$ cat src/rtl/adder_resp_misr.sv
// Response compactor for the 4-bit adder test flow: folds (sum, cout) beats into a MISR,
// compares the final signature with a golden value and tracks which cout values were seen.
module adder_resp_misr #(
   parameter int               SIG_W   = 16,
   parameter logic [SIG_W-1:0] POLY    = 16'h1021,
   parameter logic [SIG_W-1:0] SEED    = 16'h0000,
   parameter int               PAT_CNT = 3,
   parameter logic [SIG_W-1:0] GOLDEN  = 16'h0003
) (
   input  logic             clk,
   input  logic             rst_n,
   input  logic             start,
   input  logic             resp_valid,
   input  logic [3:0]       resp_sum,
   input  logic             resp_cout,
   output logic             resp_ready,
   output logic             busy,
   output logic             done,
   output logic             pass,
   output logic [SIG_W-1:0] signature,
   output logic [7:0]       pat_count,
   output logic             cout_seen0,
   output logic             cout_seen1
);

   typedef enum logic [1:0] {
      S_IDLE    = 2'd0,
      S_CAPTURE = 2'd1,
      S_CHECK   = 2'd2,
      S_DONE    = 2'd3
   } state_t;

   localparam logic [7:0] LAST_CNT = 8'(PAT_CNT);

   state_t           state_q, state_d;
   logic [SIG_W-1:0] sig_q, sig_d;
   logic [7:0]       cnt_q, cnt_d;
   logic             seen0_q, seen0_d;
   logic             seen1_q, seen1_d;
   logic             pass_q, pass_d;
   logic [SIG_W-1:0] resp_vec_s;
   logic [7:0]       cnt_inc_s;

   // One MISR step: shift left, fold the outgoing MSB back through the taps, XOR in the response.
   function automatic logic [SIG_W-1:0] misr_step(input logic [SIG_W-1:0] sig,
                                                  input logic [SIG_W-1:0] r);
      logic [SIG_W-1:0] fb;
      fb = sig[SIG_W-1] ? POLY : {SIG_W{1'b0}};
      return {sig[SIG_W-2:0], 1'b0} ^ fb ^ r;
   endfunction

   assign resp_vec_s = {{(SIG_W-5){1'b0}}, resp_cout, resp_sum};
   assign cnt_inc_s  = cnt_q + 8'd1;

   // Next-state and datapath update for the run sequencer.
   always_comb begin
      state_d = state_q;
      sig_d   = sig_q;
      cnt_d   = cnt_q;
      seen0_d = seen0_q;
      seen1_d = seen1_q;
      pass_d  = pass_q;
      case (state_q)
         S_IDLE, S_DONE: begin
            if (start) begin
               state_d = S_CAPTURE;
               sig_d   = SEED;
               cnt_d   = 8'd0;
               seen0_d = 1'b0;
               seen1_d = 1'b0;
               pass_d  = 1'b0;
            end else begin
               state_d = state_q;
            end
         end
         S_CAPTURE: begin
            if (resp_valid) begin
               sig_d = misr_step(sig_q, resp_vec_s);
               cnt_d = cnt_inc_s;
               if (resp_cout) begin
                  seen1_d = 1'b1;
               end else begin
                  seen0_d = 1'b1;
               end
               if (cnt_inc_s == LAST_CNT) begin
                  state_d = S_CHECK;
               end else begin
                  state_d = S_CAPTURE;
               end
            end else begin
               state_d = S_CAPTURE;
            end
         end
         S_CHECK: begin
            pass_d  = (sig_q == GOLDEN);
            state_d = S_DONE;
         end
         default: begin
            state_d = S_IDLE;
         end
      endcase
   end

   // State and result registers; reset abandons any run in progress.
   always_ff @(posedge clk or negedge rst_n) begin
      if (!rst_n) begin
         state_q <= S_IDLE;
         sig_q   <= {SIG_W{1'b0}};
         cnt_q   <= 8'd0;
         seen0_q <= 1'b0;
         seen1_q <= 1'b0;
         pass_q  <= 1'b0;
      end else begin
         state_q <= state_d;
         sig_q   <= sig_d;
         cnt_q   <= cnt_d;
         seen0_q <= seen0_d;
         seen1_q <= seen1_d;
         pass_q  <= pass_d;
      end
   end

   assign resp_ready = (state_q == S_CAPTURE);
   assign busy       = (state_q == S_CAPTURE) || (state_q == S_CHECK);
   assign done       = (state_q == S_DONE);
   assign pass       = pass_q;
   assign signature  = sig_q;
   assign pat_count  = cnt_q;
   assign cout_seen0 = seen0_q;
   assign cout_seen1 = seen1_q;

endmodule

$ cat config.mk
export PLATFORM = sky130hd
export DESIGN_NAME = adder_resp_misr
export DESIGN_NICKNAME = d
export VERILOG_FILES = /design/src/rtl/adder_resp_misr.sv
export SDC_FILE = /design/constraint.sdc
export NUM_CORES = 1
export LEC_CHECK = 0
export CORE_ASPECT_RATIO = 0.6
export CORE_UTILIZATION = 50
export CTS_BUF_LIST = sky130_fd_sc_hd__clkbuf_8
export CTS_CLUSTER_DIAMETER = 200
export CTS_CLUSTER_SIZE = 25
export DETAILED_ROUTE_END_ITERATION = 8
export PLACE_DENSITY = 0.92
export SYNTH_ARGS = -nofsm -noshare
export SYNTH_HDL_FRONTEND = slang
export SYNTH_SLANG_ARGS = --single-unit
$ cat constraint.sdc
create_clock -name clk -period 3.3 [get_ports clk]
set_clock_uncertainty 0.1 [all_clocks]
set_input_delay 0.66 -clock clk [delete_from_list [all_inputs] [get_ports clk]]
set_output_delay 0.66 -clock clk [all_outputs]
set_load 0.02 [all_outputs]
Run 1, the clock network:
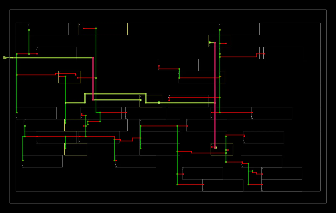
layout clock buffer count: 6
clock sink count: 29
P_clk: 0.380 mW
sequential cell count: 29
Skew-Pair Late Insertion Delay: 0.28 ns

Run 1, signal wires by layer:
Drawn at 6 px/um.
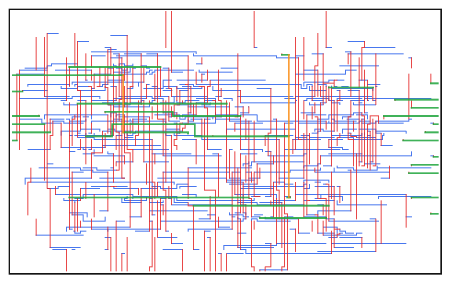
Key: red = M2 [wire length 1,470 um]; green = M3 [wire length 266 um]; orange = M4 [wire length 33.3 um]; blue = M1 [wire length 1,570 um]

Run 1, power grid:
Drawn at 6 px/um. Pins as bars on the die edge. Tap cells in gray.
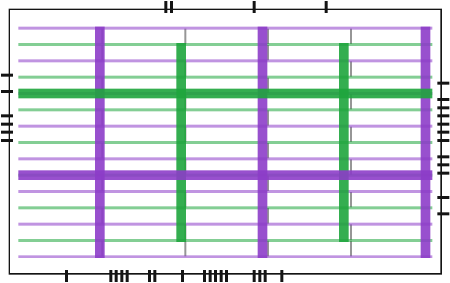
Key: green = VDD; purple = VSS
5 straps on met4. 15 met1 rails follow the rows. 2 straps on met5. 32 tap cells. 39 signal pins sit on the boundary.

Run 1, metal 3:
Drawn at 4 px/um.
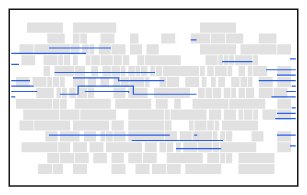
The longest straight run is 29.9 um. 25 nets have wire on it. The wires run mostly horizontal.

==> CHANGELOG.md, run 1 <==
## Implementation

- Depth of the worst hold-timing path: 2
- Final hold violation count: 0
- Type of the tightest min-delay check: flip-flop to flip-flop
- Placed standard-cell area: 1840 um^2
- Final global-route overflow total: 0
- Via count: 1,249
- Final Setup Violations: 0
- Mapped Cells: 149
- Mapped Nets: 163
- Category of the worst setup path capture point: primary output
- Number of clock buffers inserted by TritonCTS: 5
- Largest net degree at the start of global routing: 30
- DP HPWL: 2.29 mm
- Worst-case clock buffer depth: 2
- Sw Ratio: 41.3%
- Chip area: 3140 um^2
- Post-synthesis sequential area ratio: 49.7%
- # Post-CTS Setup Buffers: 0
- Root buffer cell: sky130_fd_sc_hd__clkbuf_8
- Sequential group share of total power: 33.3%
- R2R Path End: pat_count[6]
- Share of cells above drive strength 1: 6.35%
- Area contributors post-synth: sky130_fd_sc_hd__dfrtp_1 50%, sky130_fd_sc_hd__o21ai_0 6.5%, sky130_fd_sc_hd__a22o_1 5.4%
- VDD IR max: 0.544 mV
- Die height: 43.8 um
- Cell count listed in synth_stat.txt: 149
- H-tree depth reported by CTS: 2
- Final TNS setup: 0 ns
- Leakage component of the power: 0.830 nW
- Placeable core area: 2630 um^2
- Final core occ: 74.3%
- Final slew viol count: 0
- Gp weighted congestion: 0.800
- Most common cell on crit path: sky130_fd_sc_hd__inv_1
- Worst reg2reg startpoint: state_q[0]
- Critical Path Fanout Max: 4
- Outcome: finished clean
- Delay of the slowest cell on the worst path: 0.61 ns
- Combinational share of power: 46.6%
- Antenna violations before repair: 0
- Post-CTS Hold Buffers: 0
- Post-route design area: 1950 um^2
- Layout-stage area growth over the synthesis result: 33.9%
- Die Wd: 71.7 um
- Via density: 5.65
- Minimum hold slack: 0.420 ns
- Total Wirelength: 3.33 mm
- Data arrival time at the worst-slack endpoint: 1.79 ns
- Launch point of the worst hold path: pass
- Max cap viols: 0
- Mean instance size in the synthesized netlist: 9.79 um^2
- Required time at the endpoint of the critical path: 2.54 ns
- Post-layout period usage: 77.3%
- I/O pin cnt: 39
- Mapped Area: 1460 um^2
- Most frequently used flop master after synthesis: sky130_fd_sc_hd__dfrtp_1
- Hold Crit Endpoint: pass
- Top-area cell share: 49.7%
- Synth warn: 0
- Vias in the first global route: 1,131
- Number of nets in the final layout: 202
- Number of search-and-repair iterations in the first detailed-routing pass: 4
- Number of warning messages in the logs: 29
- Cell type with the highest aggregate area in the netlist: sky130_fd_sc_hd__dfrtp_1
- Residual antenna-violating net count after detailed routing: 0
- Headroom to the max-slew limit: 50.4%
- Setup crit start kind: flip-flop
- Total routing resource utilization after global routing: 23.4%
- Distinct cells, synth: 30
## run 1: cells by family after synthesis
| kind of cell | Yosys count | synth area share (%) |
|---|---|---|
| compound gates | 44 | 18.9 |
| xor+xnor | 9 | 5.40 |
| fa+ha+maj | 5 | 4.29 |
| buf+inv | 12 | 4.72 |
| flops | 29 | 49.7 |
| simple gates | 50 | 17.0 |
## run 1: placed cells by master (no fill, tap or decap), types with 2 or more instances in the layout
cell,Yosys,routed
sky130_fd_sc_hd__xnor2_1,9,9
sky130_fd_sc_hd__and3_1,2,2
sky130_fd_sc_hd__nand2_1,20,20
sky130_fd_sc_hd__nor2_1,7,7
sky130_fd_sc_hd__a22o_1,9,9
sky130_fd_sc_hd__a21oi_1,6,6
sky130_fd_sc_hd__nor3_1,2,2
sky130_fd_sc_hd__inv_1,5,6
sky130_fd_sc_hd__nand4_1,2,2
sky130_fd_sc_hd__o21ai_1,2,2
sky130_fd_sc_hd__a31oi_1,3,3
sky130_fd_sc_hd__and2_1,3,3
sky130_fd_sc_hd__clkdlybuf4s50_1,0,38
sky130_fd_sc_hd__ha_1,5,5
sky130_fd_sc_hd__clkbuf_8,0,6
sky130_fd_sc_hd__o21ai_0,19,19
sky130_fd_sc_hd__nor2_2,2,2
sky130_fd_sc_hd__nand3_1,6,6
sky130_fd_sc_hd__dfrtp_1,29,29
sky130_fd_sc_hd__nor4b_1,3,3
## run 1: critical path, delay by kind of cell (launching register included)
kind       cells  cell delay (ns)
buf+inv        3             0.79
flops          1             0.39
fa+ha+maj      1             0.33
## run 1: power groups by stage
stage	Clock, mW	Sequential, mW	Combinational [mW]
floorplan	0	0.723	0.447
finish	0.380	0.630	0.882
global placement	0	0.621	0.859
CTS	0.380	0.629	0.885
detailed placement	0	0.630	0.880
global route	0.400	0.647	0.952
## run 1: layout make-up
cell class	instances	area, um^2	area share, %
clock buffers	6	82.6	4.23
clock inverters	2	33.8	1.73
inverters	5	18.8	0.961
multi-input cells	108	664	34.0
flip-flops and latches	29	726	37.2
well taps	32	40.0	2.05
repair buffers	39	388	19.9
## run 1: per-layer routing
metal | global-route usage, % | up-vias | routed length, um
li1 | - | 610 | -
met1 | 33.3 | 590 | 1570
met2 | 34.7 | 44 | 1470
met3 | 6.28 | 5 | 266
met4 | 8.24 | 0 | 33
met5 | 0 | - | 0
## run 1: how the worst max path moves through the flow
stage,startpoint,to,slack (ns),cells after the start
after global placement,start,pat_count[3],0.83,6
after CTS,state_q[0],busy,0.74,4
final,state_q[0],busy,0.75,4
after floorplan,pat_count[0],state_q[0],1.47,6
after global routing,state_q[0],busy,0.68,4
after detailed placement,start,pat_count[6],0.73,5
## run 1: flip-flops by register name, indices dropped and copies added (netlist names)
| register | flops |
|---|---|
| state_q | 2 |
| signature | 16 |
| cout_seen0 | 1 |
| pass | 1 |
| cout_seen1 | 1 |
| pat_count | 8 |
==> run 2: changes to the inputs <==
clock period = 2.4 ns   (was 3.3 ns; I/O delays follow)
Run 2, signal wires by layer:
Drawn at 6 px/um.
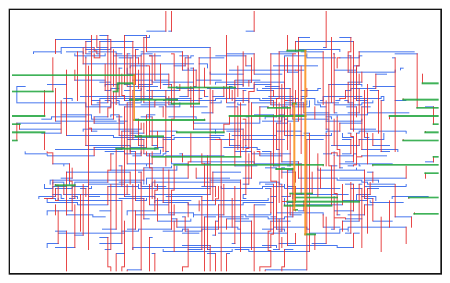
Key: orange = M4 [wire length 55.8 um]; red = M2 [wire length 1,650 um]; blue = M1 [wire length 1,720 um]; green = M3 [wire length 246 um]

Run 2, power grid:
Drawn at 6 px/um. Pins as bars on the die edge. Tap cells in gray.
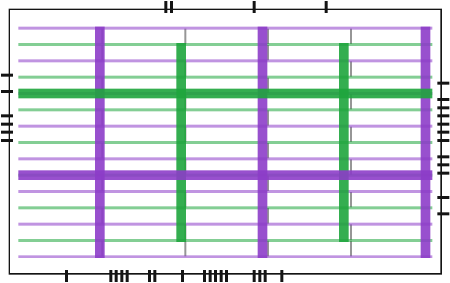
placeable core area: 2630 um^2
Die Wd: 71.7 um
die height: 43.8 um
VDD IR max: 0.789 mV

==> CHANGELOG.md, run 2 <==
## Implementation

- Outcome: finished clean
- Critical Path Fanout Max: 9 (+5)
- Number of clock buffers inserted by TritonCTS: 5 (unchanged)
- Final slew viol count: 0 (unchanged)
- Via density: 5.92 (+4.8%)
- Most frequent standard cell in the layout excluding fill and tap cells: sky130_fd_sc_hd__clkdlybuf4s50_1
- Chip area: 3140 um^2 (unchanged)
- Fraction of met2 tracks used by global routing: 40.0% (+5.3 points)
- Headroom to the max-slew limit: 75.7% (+25 points)
- Distinct cells, synth: 30 (unchanged)
- Layout-stage area growth over the synthesis result: 34.0% (about the same)
- Category of the worst setup path capture point: primary output
- Sw Ratio: 43.1% (+1.9 points)
- Number of warning messages in the logs: 29 (unchanged)
- Worst reg2reg startpoint: pat_count[0]
- Mapped Area: 1460 um^2 (unchanged)
- Post-layout period usage: 94.2%
- Root buffer cell: sky130_fd_sc_hd__clkbuf_8
- Mean instance size in the synthesized netlist: 9.79 um^2 (unchanged)
- Data arrival time at the worst-slack endpoint: 1.68 ns (-0.11 ns)
- Clock sink count: 29 (unchanged)
- Number of search-and-repair iterations in the first detailed-routing pass: 4 (unchanged)
- Share of cells above drive strength 1: 8.33% (+2.0 points)
- Cell count listed in synth_stat.txt: 149 (unchanged)
- Combinational share of power: 50.2% (+3.6 points)
- Skew-Pair Late Insertion Delay: 0.28 ns (about the same)
- H-tree depth reported by CTS: 2 (unchanged)
- Total routing resource utilization after global routing: 27.0% (+3.6 points)
- Worst-case clock buffer depth: 2 (unchanged)
- Synth warn: 0 (unchanged)
- Setup crit start kind: flip-flop
- Type of the tightest min-delay check: flip-flop to flip-flop
- Launch point of the worst path: state_q[1]
- Largest net degree at the start of global routing: 30 (unchanged)
- Layer with the highest usage: met2
- Vias in the first global route: 1,239 (+9.5%)
- Flip-flop count of the largest register after layout: 16 (unchanged)
- Post-route design area: 1950 um^2 (about the same)
- Number of nets in the final layout: 206 (+2.0%)
- Met1 Use GR: 37.0% (+3.7 points)
- Final Setup Violations: 0 (unchanged)
- DRC violations left: 0
- # Post-CTS Setup Buffers: 0 (unchanged)
- Most instantiated logic cells after routing: 37 x sky130_fd_sc_hd__clkdlybuf4s50_1, 29 x sky130_fd_sc_hd__dfrtp_1, 20 x sky130_fd_sc_hd__nand2_1, 19 x sky130_fd_sc_hd__o21ai_0
- Gp weighted congestion: 0.836 (+4.4%)
- Antenna violations before repair: 0 (unchanged)
- Final hold violation count: 0 (unchanged)
- Mapped Cells: 149 (unchanged)
- Required time at the endpoint of the critical path: 1.82 ns (-0.72 ns)
- Final global-route overflow total: 0 (unchanged)
- Leakage component of the power: 0.834 nW (+0.49%)
- Max cap viols: 0 (unchanged)
- Total number of placement rows: 14
- Sequential group share of total power: 34.4% (+1.1 points)
- Final TNS setup: 0 ns (unchanged)
- Placed standard-cell area: 1870 um^2 (+1.6%)
- Area contributors post-synth: sky130_fd_sc_hd__dfrtp_1 50%, sky130_fd_sc_hd__o21ai_0 6.5%, sky130_fd_sc_hd__a22o_1 5.4%
- Antenna cells: 0
- Share of flip-flops with an asynchronous set or reset after synthesis: 100%
- DP HPWL: 2.66 mm (+16%)
- I/O pin cnt: 39 (unchanged)
- Top-area cell share: 49.7% (unchanged)
- Mapped Nets: 163 (unchanged)
- Post-synthesis sequential area ratio: 49.7% (unchanged)
- Most frequently used flop master after synthesis: sky130_fd_sc_hd__dfrtp_1
- Launch point of the worst hold path: pat_count[7]
Run 2, metal 3:
Drawn at 4 px/um.
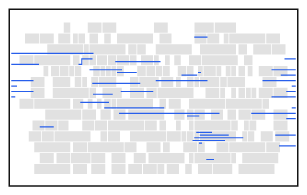
Total Wirelength: 3.67 mm
Global Route met3 Usage: 8.60%
via count: 1,327

## run 2: routing by layer
metal / wire [um] / vias up
li1: - / 612
met1: 1720 / 653
met2: 1650 / 55
met3: 246 / 7
met4: 55 / 0
met5: 0 / -
## run 2: critical path: stages, from the launching register on
cell and delay [ns]:
sky130_fd_sc_hd__dfrtp_1 0.40, sky130_fd_sc_hd__inv_1 0.09, sky130_fd_sc_hd__ha_2 0.28, sky130_fd_sc_hd__clkdlybuf4s50_1 0.63
## run 2: through the flow
step	worst slack, ns	utilization (%)	hold WS [ns]
3_3_place_gp	0.283	71.0	0.407
5_1_grt	0.0752	74.4	0.453
6_report	0.140	74.4	0.443
2_1_floorplan	0.567	-	0.0844
4_1_cts	0.0487	74.3	0.442
3_5_place_dp	0.165	71.0	0.430
## run 2: what timing repair did
item                       in CTS  in global routing
resized                         1                  1
setup endpoints to repair       1                  1
hold buffers                    0                  0
## run 2: final timing paths
check                          endpoint  slack [ns]  cells past startpoint
max                          resp_ready        0.14                      3
min                        pat_count[7]        0.44                      1
max reg2reg                  state_q[0]        0.27                      6
min reg2reg                pat_count[7]        0.44                      1
max in group asynchronous    cout_seen0        1.44                      2
min in group asynchronous  pat_count[0]        0.49                      2
## run 2: cells by family after synthesis
family / after synthesis / share of synthesized area (%)
compound gates: 44 / 18.9
simple gates: 50 / 17.0
flops: 29 / 49.7
fa+ha+maj: 5 / 4.29
xor+xnor: 9 / 5.40
buf+inv: 12 / 4.72
## run 2: power by group through the flow
stage	sequential [mW]	clock, mW	combinational, mW
after global placement	0.859	0	1.22
after detailed placement	0.881	0	1.28
after global routing	0.912	0.429	1.39
after CTS	0.875	0.406	1.28
final	0.879	0.396	1.28
after floorplan	0.994	0	0.614
## run 2: area by class of cell
type | count | area [um^2] | area share, %
inverters | 5 | 18.8 | 0.960
repair buffers | 43 | 417 | 21.3
clock buffers | 6 | 82.6 | 4.23
flip-flops and latches | 29 | 726 | 37.1
well taps | 32 | 40.0 | 2.05
multi-input cells | 108 | 667 | 34.1
clock inverters | 1 | 3.75 | 0.192
Power and IR drop assume default switching activity.
